[src/rtl/two_digit_bcd_down_cntr.sv]
// ---------------------------------------------------------------------------
// two_digit_bcd_down_cntr
//
// Two-digit BCD down counter (00..99) with parallel load, a decrement enable
// and a borrow output for cascading.
//
// Input priority at each rising clk edge: load, then cnt_en, then hold.
// On a load, any digit above 9 is clamped to 9. load_err then pulses for
// exactly one cycle.
//
// Optional build macro:
//   BCD_DOWN_CNTR_SAT_EN - when defined, decrementing at 00 holds the count
//                          at 00 (saturate). When undefined, 00 wraps to 99.
//                          In both builds borrow still pulses at 00.
//
// Ports:
//   clk       in   1  sole clock, rising edge
//   rstn      in   1  asynchronous active-low reset
//   load      in   1  parallel load request
//   load_val  in   8  load value {tens, ones}
//   cnt_en    in   1  decrement enable
//   count     out  8  current value {tens, ones}, registered
//   zero      out  1  count == 00, decoded from the count register
//   borrow    out  1  cnt_en & ~load & (count == 00), combinational
//   load_err  out  1  registered one-cycle pulse after a non-BCD load
// ---------------------------------------------------------------------------
module two_digit_bcd_down_cntr (
    input  logic       clk,
    input  logic       rstn,
    input  logic       load,
    input  logic [7:0] load_val,
    input  logic       cnt_en,
    output logic [7:0] count,
    output logic       zero,
    output logic       borrow,
    output logic       load_err
);

    logic [7:0] r_count;
    logic       r_load_err;
    logic [7:0] w_next_count;
    logic       w_next_load_err;
    logic       w_at_zero;

    // Clamp a digit into the BCD range; anything above 9 becomes 9.
    function automatic logic [3:0] clamp_bcd(input logic [3:0] d);
        logic [3:0] res;
        if (d > 4'd9) begin
            res = 4'd9;
        end else begin
            res = d;
        end
        return res;
    endfunction

    // Flag a digit that is not a legal BCD code.
    function automatic logic bad_bcd(input logic [3:0] d);
        return (d > 4'd9);
    endfunction

    assign w_at_zero = (r_count == 8'h00);

    // Next-state decode: load beats decrement, decrement beats hold.
    always_comb begin
        w_next_count    = r_count;
        w_next_load_err = 1'b0;
        if (load) begin
            w_next_count    = {clamp_bcd(load_val[7:4]), clamp_bcd(load_val[3:0])};
            w_next_load_err = bad_bcd(load_val[7:4]) | bad_bcd(load_val[3:0]);
        end else if (cnt_en) begin
            if (r_count[3:0] == 4'd0) begin
                // The ones digit underflows, so it borrows from the tens digit.
                if (r_count[7:4] == 4'd0) begin
`ifdef BCD_DOWN_CNTR_SAT_EN
                    w_next_count = 8'h00;
`else
                    w_next_count = 8'h99;
`endif
                end else begin
                    w_next_count = {r_count[7:4] - 4'd1, 4'd9};
                end
            end else begin
                w_next_count = {r_count[7:4], r_count[3:0] - 4'd1};
            end
        end else begin
            w_next_count = r_count;
        end
    end

    // State registers; reset drives the count to 00 and clears the error pulse.
    always_ff @(posedge clk or negedge rstn) begin
        if (!rstn) begin
            r_count    <= 8'h00;
            r_load_err <= 1'b0;
        end else begin
            r_count    <= w_next_count;
            r_load_err <= w_next_load_err;
        end
    end

    assign count    = r_count;
    assign load_err = r_load_err;
    assign zero     = w_at_zero;
    // The cascade borrow is only meaningful when this stage actually steps.
    assign borrow   = cnt_en & ~load & w_at_zero;

endmodule

[config.mk]
export PLATFORM = sky130hd
export DESIGN_NAME = two_digit_bcd_down_cntr
export DESIGN_NICKNAME = d
export VERILOG_FILES = /design/src/rtl/two_digit_bcd_down_cntr.sv
export SDC_FILE = /design/constraint.sdc
export NUM_CORES = 1
export LEC_CHECK = 0
export CAP_MARGIN = 30
export CELL_PAD_IN_SITES_DETAIL_PLACEMENT = 1
export CELL_PAD_IN_SITES_GLOBAL_PLACEMENT = 1
export CORE_MARGIN = 5
export CORE_UTILIZATION = 31
export DETAILED_ROUTE_END_ITERATION = 8
export GPL_TIMING_DRIVEN = 0
export PLACE_DENSITY = 0.9
export SLEW_MARGIN = 10
export SYNTH_ARGS = -nofsm -noshare
export SYNTH_HDL_FRONTEND = slang
export SYNTH_SLANG_ARGS = --single-unit
[constraint.sdc]
create_clock -name clk -period 2.73 [get_ports clk]
set_input_delay 0.4095 -clock clk [delete_from_list [all_inputs] [get_ports clk]]
set_output_delay 0.4095 -clock clk [all_outputs]
set_load 0.02 [all_outputs]
Routed metal per tile:
Bar = 20 um. 10 x 10 tiles, from white (low) to dark blue (high), scaled to the fullest tile. Values are wire area over tile area, all layers added.
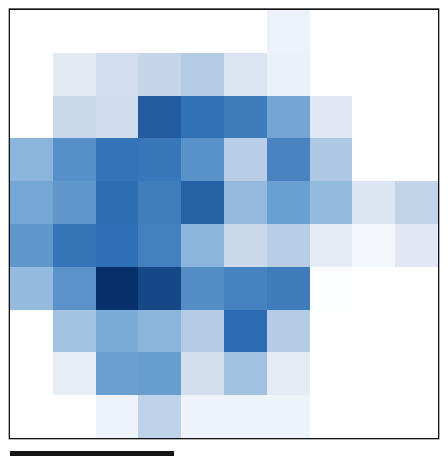
densest ninth of the die: middle left
nearly empty tiles: 34%
fullest tile: 0.33
emptiest ninth of the die: lower right
overall global routing resource usage: 13.5%
DRT Wirelength: 1510 um
WL/cell: 13.6 um
Via Count: 537

Met3 routing:
Cells faint in the background.
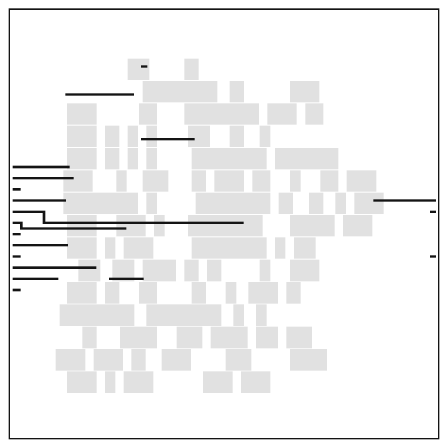
wire length on this layer: 114 um
nets with wire on the layer: 16

Signal wires by layer:
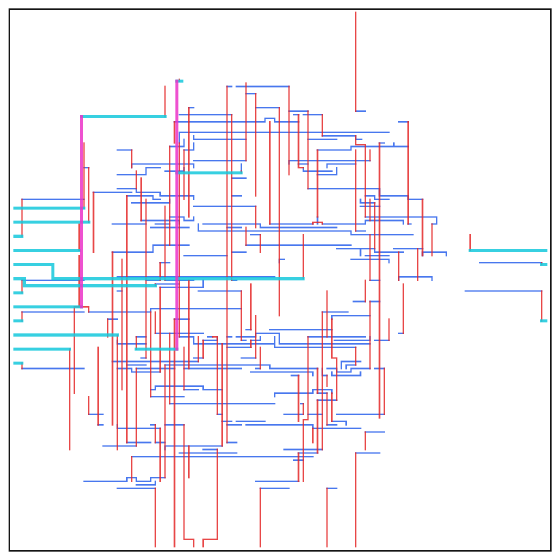
legend:
  blue:
    layer: met1
    wire_length: 652 um
  red:
    layer: met2
    wire_length: 704 um
  cyan:
    layer: met3
    wire_length: 114 um
  magenta:
    layer: met4
    wire_length: 44.2 um

[synthesized netlist by cell type, types with 2 or more instances]
cell type	count	share of area, %
sky130_fd_sc_hd__nand2b_1	2	2.3
sky130_fd_sc_hd__nor3_1	2	1.8
sky130_fd_sc_hd__nor2_1	6	4.1
sky130_fd_sc_hd__o21ai_0	6	5.5
sky130_fd_sc_hd__dfrtp_1	9	41
sky130_fd_sc_hd__nand2_1	5	3.4
sky130_fd_sc_hd__mux2i_1	2	3.6
sky130_fd_sc_hd__a21oi_1	7	6.4
sky130_fd_sc_hd__inv_1	4	2.7
[registers in the layout (all words and copies together) (netlist names)]
| register | count |
|---|---|
| count | 8 |
| load_err | 1 |
==> results.txt <==
Results of the implementation run.

The run finished with clean final reports. TritonCTS built the clock tree. The critical path endpoint has a required time of ~2.3 ns.

The number of setup buffers added after CTS is 0. The count of boundary I/O pins is 23. Per the GRT log, the top usage layer is met2.

The met3 usage came out at 6.02%. Summed over all cells, the static leakage comes to between 0.3 and 0.4 nW. Once synthesis finished, the tally of register bits stood at 9.

The post-synth tally of flip-flops with integrated enable came out at 0. For this design the total switching power over the nets is between 100 and 150 uW. Between clock sinks in the finished design, the worst skew comes to around 0.0047 ns. The transition at the pin with the smallest max-transition slack came out at 0.399 ns. The critical path class is register to primary output. The smallest clock period supported by the final layout is computed as 2.23 ns. The worst slack at placement is approximately 0.4 ns. The number of well taps came out at 25. For this design, the sink count on the clock tree is 9. The final layout report lists a filler cell count of approximately 200. The pre-placement core utilization came out at 32.2%.

The logic gate fraction of the total cell area is 36.7%. Per STA, the highest per-stage delay on the worst path measures approximately 0.44 ns. The endpoint of the worst setup timing path is zero.

The cell class ranked first by area is logic gates. In the global route stage, met2 resource usage came out at between 20% and 30%. The number of hold violations in the final report came out at 0. The number of cells on the worst reg-to-reg path came out at 5. Looking at the reg2reg group, the worst path starts from count[4]$_DFFE_PN0P_. The slowest cell on the critical path is sky130_fd_sc_hd__dfrtp_1. OpenROAD emitted warnings numbering 26. The number of hold buffers added after CTS is 0. The internal power contribution came out at 264 uW. The count of multi-input combinational gates came out at between 40 and 50. The power of the sequential group came out at around 170 uW. Per the layout report, the design carries 4 clock buffers.
No activity file was given, so power comes from the tool's default toggle rates.
